## config.mk

```make
export PLATFORM = sky130hd
export DESIGN_NAME = dmem_arbiter
export DESIGN_NICKNAME = d
export VERILOG_FILES = /design/src/rtl/dmem_arbiter.sv
export SDC_FILE = /design/constraint.sdc
export NUM_CORES = 1
export LEC_CHECK = 0
export ABC_AREA = 1
export CORE_MARGIN = 8
export CORE_UTILIZATION = 43
export CTS_BUF_LIST = sky130_fd_sc_hd__clkbuf_4 sky130_fd_sc_hd__clkbuf_8
export CTS_CLUSTER_DIAMETER = 80
export DETAILED_ROUTE_END_ITERATION = 8
export PLACE_DENSITY = 0.88
export SYNTH_ARGS = -nofsm -noshare
export SYNTH_HDL_FRONTEND = slang
export SYNTH_SLANG_ARGS = --single-unit
```

## constraint.sdc

```tcl
create_clock -name clk -period 2.6 [get_ports clk]
set_clock_uncertainty 0.2 [all_clocks]
set_input_delay 0.26 -clock clk [delete_from_list [all_inputs] [get_ports clk]]
set_output_delay 0.26 -clock clk [all_outputs]
set_load 0.01 [all_outputs]
```

## src/rtl/dmem_arbiter.sv

```systemverilog
// Two-port round-robin arbiter that serialises single load/store transactions
// from the CPU (port 0) and the debug/loader (port 1) onto the datamem bus.
module dmem_arbiter #(
    parameter int unsigned ADDR_W    = 16,
    parameter int unsigned DATA_W    = 16,
    parameter int unsigned MEM_DEPTH = 20
) (
    input  logic              clk,
    input  logic              rst_n,
    input  logic              req0,
    input  logic              req1,
    input  logic              we0,
    input  logic              we1,
    input  logic [ADDR_W-1:0] addr0,
    input  logic [ADDR_W-1:0] addr1,
    input  logic [DATA_W-1:0] wdata0,
    input  logic [DATA_W-1:0] wdata1,
    output logic              gnt0,
    output logic              gnt1,
    output logic              done0,
    output logic              done1,
    output logic              err0,
    output logic              err1,
    output logic [DATA_W-1:0] rdata0,
    output logic [DATA_W-1:0] rdata1,
    output logic [ADDR_W-1:0] mem_address,
    output logic [DATA_W-1:0] mem_writeData,
    output logic              mem_memWrite,
    output logic              mem_memRead,
    input  logic [DATA_W-1:0] mem_readData
);

    typedef enum logic [1:0] {
        IDLE,
        ACCESS,
        RESP
    } state_t;

    state_t            state_q;
    logic              last_q;
    logic              sel_q;
    logic              we_q;
    logic              gnt0_q, gnt1_q;
    logic              done0_q, done1_q;
    logic              err0_q, err1_q;
    logic [DATA_W-1:0] rdata0_q, rdata1_q;
    logic [ADDR_W-1:0] mem_address_q;
    logic [DATA_W-1:0] mem_writeData_q;
    logic              mem_memWrite_q;
    logic              mem_memRead_q;

    logic              arb_valid;
    logic              arb_port;
    logic              arb_we;
    logic [ADDR_W-1:0] arb_addr;
    logic [DATA_W-1:0] arb_wdata;
    logic              arb_in_range;

    // Arbitration is only meaningful outside ACCESS; ACCESS never samples requests.
    always_comb begin
        arb_valid = 1'b0;
        arb_port  = 1'b0;
        if (state_q != ACCESS) begin
            arb_valid = req0 | req1;
            if (req0 && req1) begin
                arb_port = ~last_q;
            end else begin
                arb_port = req1;
            end
        end
        arb_we    = arb_port ? we1    : we0;
        arb_addr  = arb_port ? addr1  : addr0;
        arb_wdata = arb_port ? wdata1 : wdata0;
        arb_in_range = (arb_addr < ADDR_W'(MEM_DEPTH));
    end

    always_ff @(posedge clk) begin
        if (!rst_n) begin
            state_q         <= IDLE;
            last_q          <= 1'b1;
            sel_q           <= 1'b0;
            we_q            <= 1'b0;
            gnt0_q          <= 1'b0;
            gnt1_q          <= 1'b0;
            done0_q         <= 1'b0;
            done1_q         <= 1'b0;
            err0_q          <= 1'b0;
            err1_q          <= 1'b0;
            rdata0_q        <= '0;
            rdata1_q        <= '0;
            mem_address_q   <= '0;
            mem_writeData_q <= '0;
            mem_memWrite_q  <= 1'b0;
            mem_memRead_q   <= 1'b0;
        end else begin
            gnt0_q  <= 1'b0;
            gnt1_q  <= 1'b0;
            done0_q <= 1'b0;
            done1_q <= 1'b0;

            case (state_q)
                ACCESS: begin
                    mem_address_q   <= '0;
                    mem_writeData_q <= '0;
                    mem_memWrite_q  <= 1'b0;
                    mem_memRead_q   <= 1'b0;
                    state_q         <= RESP;
                    if (sel_q) begin
                        done1_q <= 1'b1;
                        err1_q  <= 1'b0;
                        if (!we_q) begin
                            rdata1_q <= mem_readData;
                        end
                    end else begin
                        done0_q <= 1'b1;
                        err0_q  <= 1'b0;
                        if (!we_q) begin
                            rdata0_q <= mem_readData;
                        end
                    end
                end

                default: begin
                    mem_address_q   <= '0;
                    mem_writeData_q <= '0;
                    mem_memWrite_q  <= 1'b0;
                    mem_memRead_q   <= 1'b0;
                    if (arb_valid) begin
                        last_q <= arb_port;
                        sel_q  <= arb_port;
                        we_q   <= arb_we;
                        if (arb_port) begin
                            gnt1_q <= 1'b1;
                        end else begin
                            gnt0_q <= 1'b1;
                        end
                        if (arb_in_range) begin
                            state_q         <= ACCESS;
                            mem_address_q   <= arb_addr;
                            mem_writeData_q <= arb_wdata;
                            mem_memWrite_q  <= arb_we;
                            mem_memRead_q   <= ~arb_we;
                        end else begin
                            // Out of range: skip the bus entirely, respond with err at once.
                            state_q <= RESP;
                            if (arb_port) begin
                                done1_q <= 1'b1;
                                err1_q  <= 1'b1;
                            end else begin
                                done0_q <= 1'b1;
                                err0_q  <= 1'b1;
                            end
                        end
                    end else begin
                        state_q <= IDLE;
                    end
                end
            endcase
        end
    end

    assign gnt0          = gnt0_q;
    assign gnt1          = gnt1_q;
    assign done0         = done0_q;
    assign done1         = done1_q;
    assign err0          = err0_q;
    assign err1          = err1_q;
    assign rdata0        = rdata0_q;
    assign rdata1        = rdata1_q;
    assign mem_address   = mem_address_q;
    assign mem_writeData = mem_writeData_q;
    assign mem_memWrite  = mem_memWrite_q;
    assign mem_memRead   = mem_memRead_q;

endmodule

```

**Clock routing**

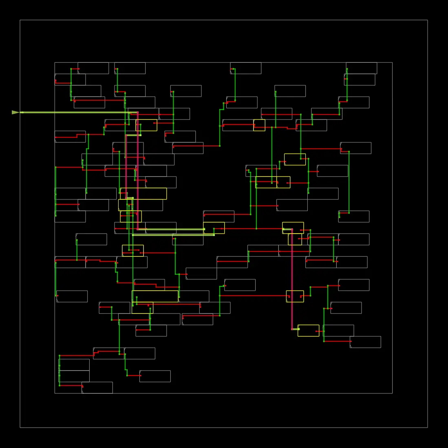
Latency at later pin: 340 ps
power consumed by the clock network: 1.04 mW
clkbuf count: 9
CTS sink count: 77
number of buffers added by the clock tree synthesis step: 9

**Routed clock nets over the placement**

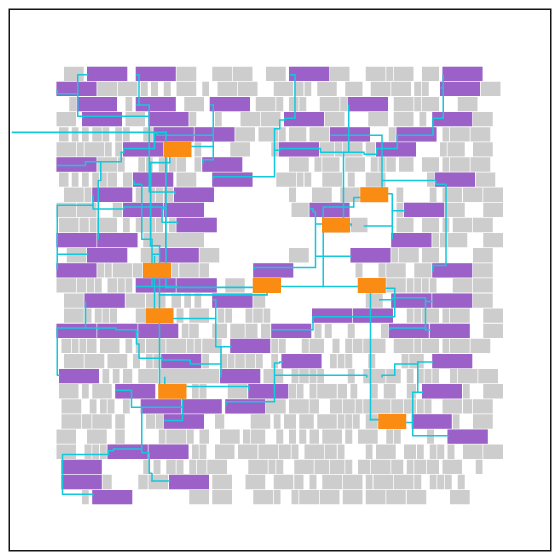
- purple: flip-flops (count 77)
- cyan: clock wires (length 924 µm)
- orange: clock drivers (count 9)
- routed clock nets: 10
clock network power share: 40.6%

**Sizing map**

The bar under the picture is 20 µm long.
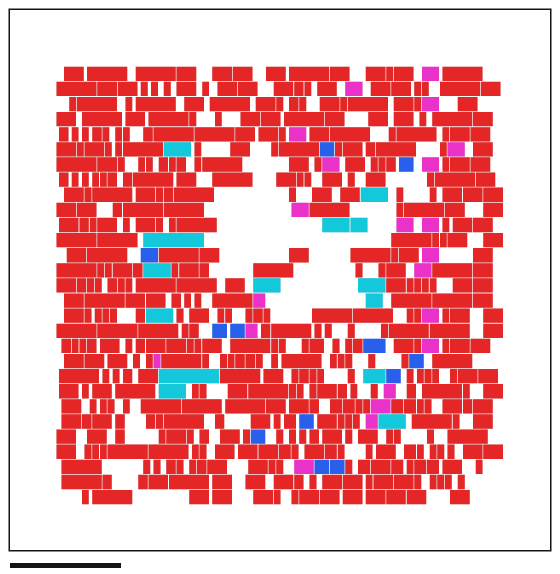
- red: _0 and _1 cells (cells 489; share 91%)
- cyan: _6 and larger (cells 14; share 2.6%)
- magenta: _2 cells (cells 21; share 3.9%)
- blue: _3 and _4 cells (cells 12; share 2.2%)
final setup margin: 427.7 ps
Layout area overhead: 67.31%

==> impl_metrics.yaml <==
# physical design summary
final_timing:
  hold_slack_ps: 269.6
  timing.final.crit_share_pct: 83.55
  finalHoldViolCount: 0
  min_period_ps: 2172
  setup_total_negative_slack_ps: 0
worst_setup_path:
  worst-path-stages: 9
  cell_type_of_the_slowest_stage_on_the_worst_timing_path: "sky130_fd_sc_hd__nand3_2"
  worst_path_largest_cell_delay_ps: 380
  crit_chain: "inv_1, nand2_4, nand3_2, o21ai_1, a21oi_1, nor2_2, nand3_2, buf_4, a21oi_1"
  critical_path_peak_fanout: 24
  r2r_setup_slack_ps: 430
  critPathLaunch: "state_q[1]"
  worst-r2r-cell-count: 9
  critical_path.top_delay_family: "simple AND/OR/NAND/NOR gates"
  startpoint_type: "register"
  crit_path_end: "mem_writeData[11]"
  path_class: "reg2reg"
  rr_endpoint: "mem_writeData[11]"
  cp_num_buf_inv: 2
  r2r-start: "state_q[1]"
floorplanning:
  taps: 77
  dieHeight_um: 97.17
  number_of_primary_i_o_pins: 158
  fp.coreArea_um2: 6350
  die_area_um2: 9441
  num_rows: 29
synth:
  tally_of_unique_sky130hd_cells_used_after_synthesis: 21
  synthArstFlopShare_pct: 0
  synth-seq-area-share_pct: 54.42
  yosys_register_bits: 77
  yosys.area.top_type_share_pct: 54.42
  common_cells: "79 x sky130_fd_sc_hd__nor2_1, 78 x sky130_fd_sc_hd__nand2_1, 77 x sky130_fd_sc_hd__dfxtp_1"
  ys_sh_xor_pct: 0
  synthAdderAreaFrac_pct: 0
  ys_sh_aoi_pct: 12.72
  ys_chip_area_um2: 2833
  flop_cell: "sky130_fd_sc_hd__dfxtp_1"
  synth-simple-area-share_pct: 25.80
  post_synth_inst_count: 363
  syn_area_um2: 2833
run:
  max_cap_viol_count: 0
  tool_warnings: 26
global_route:
  maximum_number_of_pins_on_one_net_before_global_route_repair: 37
  busiest_layer: "met2"
  grt_first_pass_wirelength_um: 14690
  met2_usage_pct: 31.67
  first_global_vias: 3008
  global_route.overflow_total: 0
  globalRouteMet3Util_pct: 8.890
  use_met1_pct: 20.21
route:
  route.vias.total: 2911
  drt_wl_total_um: 9056
  route.detailed.wl_per_inst_um: 14.77
  met3WireLength_um: 866
  dr_pass1_iterations: 4
  detailroute.wirelength.met2_um: 4443
  antenna_violating_nets_left: 0
cells_and_area:
  clk_share_pct: 4.831
  drive_gt1_share_pct: 8.769
  layout.filler_cells: 467
  signal_buffer_area_fraction_pct: 34.58
  logic_area_um2: 1132
  seqCellArea_um2: 1541
  layout.core_utilization_pct: 74.64
  final_cell_mix: "157 x sky130_fd_sc_hd__clkdlybuf4s50_1, 79 x sky130_fd_sc_hd__nor2_1, 78 x sky130_fd_sc_hd__nand2_1"
  fin_nets: 617
  seq_area_share_pct: 32.52
  non_clock_buffer_count: 166
  layout.cells.most_common: "sky130_fd_sc_hd__clkdlybuf4s50_1"
run_status:
  outcome: "finished, final reports clean"
power_and_ir_drop:
  power_frac_seq_pct: 47.4
  pwr-share-comb_pct: 12.0
  switching_power_mw: 0.6152
  total_power_mw: 2.548
  power_density_nw_per_um2: 537.6
  worst_ir_drop_vdd_mv: 0.4258
  power.switching_fraction_pct: 24.14
  intPower_mw: 1.933
  top_power_group: "registers"
clock_tree:
  cts-hold-fix-buffers: 0
  tritoncts: "yes"
  clockRootBuffer: "sky130_fd_sc_hd__clkbuf_8"
min_path:
  worst_min_delay_path_startpoint: "wdata0[15]"
  timing.hold.worst.class: "in2reg"
placement:
  final_estimated_routing_congestion_in_global_placement: 0.8438
  placed_cells_incl_taps: 597
  hpwl_um: 6818
Power is estimated from default activity; no workload was simulated.
